Routing congestion:
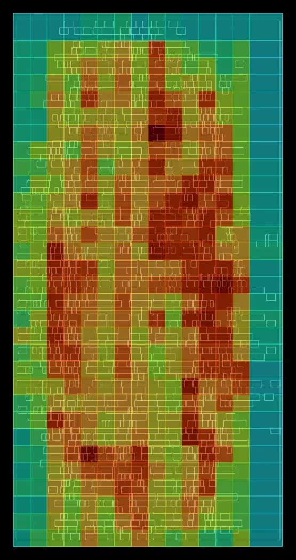
Metal 1:
Scale: 2 px per um. Supply wires on this layer in gray.
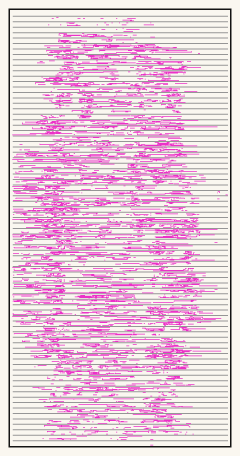
$ cat config.mk
export PLATFORM = sky130hd
export DESIGN_NAME = inst_loader
export DESIGN_NICKNAME = d
export VERILOG_FILES = /design/src/rtl/inst_loader.sv
export SDC_FILE = /design/constraint.sdc
export NUM_CORES = 1
export LEC_CHECK = 0
export CORE_ASPECT_RATIO = 2
export CORE_UTILIZATION = 40
export CTS_CLUSTER_SIZE = 30
export DETAILED_ROUTE_END_ITERATION = 8
export HOLD_SLACK_MARGIN = 0.06
export PLACE_DENSITY_LB_ADDON = 0.25
export SLEW_MARGIN = 25
export SYNTH_ARGS = -nofsm -noshare
export SYNTH_HDL_FRONTEND = slang
export SYNTH_SLANG_ARGS = --single-unit
$ cat constraint.sdc
create_clock -name clk -period 3.8 [get_ports clk]
set_clock_uncertainty 0.05 [all_clocks]
set_input_delay 0.76 -clock clk [delete_from_list [all_inputs] [get_ports clk]]
set_output_delay 0.76 -clock clk [all_outputs]
set_load 0.01 [all_outputs]
$ cat src/rtl/inst_loader.sv
// inst_loader: boot-time instruction RAM writer.
// Takes a UART byte stream (32-bit little-endian word count, then that many
// little-endian words). Each word is written to sequential RAM word addresses.
// The core is held in reset until the whole image has been consumed.
module inst_loader #(
  parameter int unsigned ADDR_WIDTH = 15
) (
  input  logic                  clk,
  input  logic                  rst_n,
  input  logic                  rx_valid,
  input  logic [7:0]            rx_data,
  output logic                  mem_we,
  output logic [ADDR_WIDTH-1:0] mem_waddr,
  output logic [31:0]           mem_wdata,
  output logic                  core_hold,
  output logic                  done,
  output logic                  err,
  output logic [31:0]           checksum
);

  typedef enum logic [1:0] {
    S_LEN,
    S_DATA,
    S_DONE
  } state_e;

  localparam logic [32:0] DEPTH = 33'd1 << ADDR_WIDTH;

  state_e      state_q, state_d;
  logic [1:0]  bcnt_q, bcnt_d;
  logic [23:0] sh_q, sh_d;
  logic [31:0] len_q, len_d;
  logic [31:0] wcnt_q, wcnt_d;
  logic [31:0] wdata_q, wdata_d;
  logic [31:0] csum_q, csum_d;
  logic        we_q, we_d;
  logic        pend_q, pend_d;
  logic        err_q, err_d;

  logic        last_byte;
  logic [31:0] word_in;
  logic        in_range;

  assign last_byte = rx_valid && (bcnt_q == 2'd3);
  assign word_in   = {rx_data, sh_q};
  assign in_range  = ({1'b0, wcnt_q} < DEPTH);

  // State register.
  always_ff @(posedge clk or negedge rst_n) begin
    if (!rst_n) begin
      state_q <= S_LEN;
    end else begin
      state_q <= state_d;
    end
  end

  // Next-state: leave DATA only once the final word's write cycle has occurred.
  always_comb begin
    state_d = state_q;
    case (state_q)
      S_LEN: begin
        if (last_byte) begin
          state_d = (word_in == 32'd0) ? S_DONE : S_DATA;
        end
      end
      S_DATA: begin
        if (pend_q && ((wcnt_q + 32'd1) == len_q)) begin
          state_d = S_DONE;
        end
      end
      default: state_d = S_DONE;
    endcase
  end

  // State-decoded outputs.
  always_comb begin
    done      = (state_q == S_DONE);
    core_hold = (state_q != S_DONE);
  end

  // Datapath next values: byte assembly, header capture, word write, checksum.
  // The word counter advances in the cycle the write is presented, so the
  // RAM address stays stable during mem_we and moves on afterwards.
  always_comb begin
    bcnt_d  = bcnt_q;
    sh_d    = sh_q;
    len_d   = len_q;
    wcnt_d  = wcnt_q;
    wdata_d = wdata_q;
    csum_d  = csum_q;
    err_d   = err_q;
    we_d    = 1'b0;
    pend_d  = 1'b0;

    if (rx_valid && (state_q != S_DONE)) begin
      sh_d   = word_in[31:8];
      bcnt_d = bcnt_q + 2'd1;
    end

    if (state_q == S_LEN && last_byte) begin
      len_d  = word_in;
      wcnt_d = '0;
      err_d  = ({1'b0, word_in} > DEPTH);
    end

    if (state_q == S_DATA) begin
      if (pend_q) begin
        wcnt_d = wcnt_q + 32'd1;
      end
      if (last_byte) begin
        wdata_d = word_in;
        we_d    = in_range;
        pend_d  = 1'b1;
        csum_d  = csum_q + word_in;
      end
    end

    if (state_d != state_q) begin
      bcnt_d = '0;
    end
  end

  // Datapath registers.
  always_ff @(posedge clk or negedge rst_n) begin
    if (!rst_n) begin
      bcnt_q  <= '0;
      sh_q    <= '0;
      len_q   <= '0;
      wcnt_q  <= '0;
      wdata_q <= '0;
      csum_q  <= '0;
      err_q   <= 1'b0;
      we_q    <= 1'b0;
      pend_q  <= 1'b0;
    end else begin
      bcnt_q  <= bcnt_d;
      sh_q    <= sh_d;
      len_q   <= len_d;
      wcnt_q  <= wcnt_d;
      wdata_q <= wdata_d;
      csum_q  <= csum_d;
      err_q   <= err_d;
      we_q    <= we_d;
      pend_q  <= pend_d;
    end
  end

  assign mem_we    = we_q;
  assign mem_waddr = wcnt_q[ADDR_WIDTH-1:0];
  assign mem_wdata = wdata_q;
  assign err       = err_q;
  assign checksum  = csum_q;

endmodule

==> impl_metrics.csv <==
group,metric,value,unit
floorplanning,pin_count,94,
synth,synth_area,9340,um^2
place,dp_slack,0.362,ns
cts,clk_latency,0.44,ns
finish,stdcell_count,1373,
cts,post_cts_resized,0,
synth,yosys_warnings,0,
synth,yosys.area_share.aoi,16.3,%
synth,synth_cell_types,69,
global_routing,antenna_found_initial,0,
worst_setup_path,slowest_delay,0.58,ns
place,gp_congestion,0.924,
synth,ys.flop_type,"dfrtp_1",
finish,mostFrequentLayoutCell,"nand2_1",
sta,holdWs,0.271,ns
finish,finalNetCount,1125,
synth,fa_ha_area_share,4.64,%
worst_setup_path,path_cells,"nand4_2, nor4_4, a31oi_1, nor4_1, nand4_1, or4_1, nor4_2, a21o_1, a211oi_1",
floorplanning,die_y,218,um
route,drt_pass1_iterations,4,
place,dpl.hpwl,20500,um
power,vdd_drop_max,0.232,mV
sta,max-slew-margin-rel,54.3,%
worst_setup_path,crit_buf_inv,0,
worst_setup_path,r2r-end,"bcnt_q[0]",
route,drc_errors,0,
worst_setup_path,critPathLaunchType,"flop",
flow_run,tool_warnings,26,
synth,synth-simple-area-share,19.6,%
sta,slew_violations,0,
synth,ys_cells,1005,
cts,ctsHoldBuffers,0,
route,wl_per_cell,19.9,um
worst_setup_path,rrSetupSlack,0.37,ns
global_routing,grt_pass1_wl,43600,um
global_routing,grt_max_degree,67,
worst_setup_path,cp_max_fo,11,
worst_setup_path,crit_path_top_delay_cell,"or4_1",
cts,cts_tree,"done",
power,cellPowerDensity,317,nW/um^2
finish,final-seq-area,3980,um^2
sta,fin_ws,0.374,ns
route,ant_nets,0,
sta,worst_pin_slew,0.684,ns
sta,hold_violations,0,
worst_setup_path,worst-r2r-cell-count,9,
cts,cts_made_buffers,17,
finish,area_growth_syn_to_layout,19.4,%
cts,cts.path.max_buffers,2,
finish,diodes,0,
cts,clkSlewWorstSetupHoldPaths,0.07,ns
flow_run,maxCapViolations,0,
synth,yosysChipArea,9340,um^2
synth,async_flop_share,100,%
worst_setup_path,cp-end-kind,"flop",
synth,mux_share,6.97,%
floorplanning,fp_util,40.9,%
place,postPlaceCellArea,10600,um^2
status,status,"complete, no violations",
synth,synthTopLogicFamily,"simple AND/OR/NAND/NOR gates",
worst_setup_path,worstPathArrival,3.68,ns
global_routing,grt-ovfl-total,0,
power,power_leakage,5.12,nW
finish,fillers,2243,
synth,syn-mean-instance-area,9.29,um^2
synth,synthCells,1005,
finish,layout_top_cells,"nand2_1, dfrtp_1, clkdlybuf4s50_1",
worst_setup_path,worst-setup-path-type,"flop to flop",
synth,ys_sh_xor,5.25,%
sta,finalCritPeriodShare,90.2,%
sta,setup_tns,0,ns
cts,clockRootBuffer,"clkbuf_16",
cts,clock-sinks,159,
worst_setup_path,r2r_start,"wcnt_q[3]",
floorplanning,chip_area,24000,um^2
finish,drive_gt1_share,12.7,%
power,totalPowerFinal,3.53,mW
synth,synth_flops,159,
synth,ys_seq_share,42.6,%
worst_setup_path,crit_required,4.05,ns
place,dp.cells,1341,
sta,fin_crit,3.43,ns
sta,finalSetupViolCount,0,
finish,comb_area,4940,um^2
global_routing,grt_pass1_vias,8092,
route,drt_iter0_drc,402,
sta,fmax,0.292,GHz
route,viasPerCell,5.77,
finish,stdcell_area,11100,um^2
floorplanning,core,22800,um^2
synth,synth-edff-count,0,
worst_setup_path,crit_family,"simple AND/OR/NAND/NOR gates",
cts,htree_levels,4,
worst_hold_path,min_path_type,"input port to async pin",
place,io_buffers,93,
sta,rsz0062_at_grt,"false",
floorplanning,dieWidth,110,um
floorplanning,num_rows,78,
cts,postCtsSetupRepairBufs,0,
synth,fp_nets,1050,
About 'routing congestion':
GRT Total Usage: 24.4%
met3 Use GR: 3.65%
fin util: 48.8%

About 'metal 1':
longest straight run = 34.5 um
main direction = horizontal
Via Count: 7918
met1 Track Usage GR: 26.1%
final wirelength: 27400 um

synthesized netlist by cell type (7+ instances only):
| cell type | instances | share of area [%] |
|---|---|---|
| and3_1 | 7 | 0.47 |
| dfrtp_1 | 159 | 43 |
| a31oi_1 | 17 | 1.1 |
| and2_1 | 7 | 0.47 |
| xor2_1 | 21 | 2.0 |
| buf_2 | 9 | 0.48 |
| o21ai_0 | 90 | 4.8 |
| nand2b_1 | 7 | 0.47 |
| inv_1 | 23 | 0.92 |
| a21oi_1 | 38 | 2.0 |
| nand3_1 | 31 | 1.7 |
| ha_1 | 33 | 4.4 |
| clkbuf_1 | 34 | 1.4 |
| nor2_1 | 37 | 1.5 |
| and4_1 | 9 | 0.84 |
| nand2_1 | 167 | 6.7 |
| mux2_2 | 56 | 6.8 |
| nor4_1 | 22 | 1.5 |
| buf_4 | 19 | 1.5 |
| o21a_1 | 10 | 0.80 |
| a21o_1 | 19 | 1.5 |
| a211oi_1 | 9 | 0.72 |
| o31ai_1 | 23 | 1.8 |
| xnor2_1 | 35 | 3.3 |
| or3_1 | 7 | 0.47 |
| buf_1 | 8 | 0.32 |
| nor3_1 | 18 | 0.97 |
| nand4_1 | 19 | 1.3 |
cell families after synthesis:
kind of cell | after synthesis
mux | 58
flops | 159
xor+xnor | 56
simple gates | 362
fa+ha+maj | 34
compound gates | 242
buf+inv | 94
layer usage:
layer / up-vias / wire length (um) / track usage, %
met3: 96 / 778 / 3.65
li1: 3793 / - / -
met2: 189 / 14500 / 42.7
met1: 3840 / 10200 / 26.1
met5: - / 0 / 0
met4: 0 / 1840 / 17.0
worst max path at each step:
stage | from | to | cells past startpoint
after floorplan | wcnt_q[0] | bcnt_q[0] | 11
after detailed placement | wcnt_q[3] | bcnt_q[1] | 9
final | wcnt_q[3] | bcnt_q[0] | 9
after CTS | wcnt_q[3] | bcnt_q[0] | 9
after global placement | wcnt_q[3] | bcnt_q[1] | 9
after global routing | sh_q[0] | checksum[30] | 12
cell type report:
class	instances	share of cell area [%]
Clock buffer	17	3.82
Clock inverter	15	1.56
Inverter	24	0.808
Multi-Input combinational cell	752	44.3
Sequential cell	159	35.7
Tap cell	280	3.14
Timing Repair Buffer	126	10.7
report_power, final:
part / leakage, nW / switching [mW] / internal, mW / total, mW
clock: 0.288 / 0.778 / 0.988 / 1.77
combinational: 2.78 / 0.0546 / 0.0199 / 0.0746
sequential: 2.05 / 0 / 1.69 / 1.69
total: 5.12 / 0.833 / 2.70 / 3.53
flip-flops by register name (all words and copies together) (netlist names):
name / cells
bcnt_q: 2
err: 1
sh_q: 24
mem_wdata: 32
len_q: 32
pend_q: 1
checksum: 32
wcnt_q: 32
state_q: 2
mem_we: 1
worst register-to-register path: cells and delay by family, from the launching register on:
family,cells,cell delay [ns]
flops,1,0.56
compound gates,3,0.43
simple gates,6,2.24
No activity file was given, so power comes from the tool's default toggle rates.
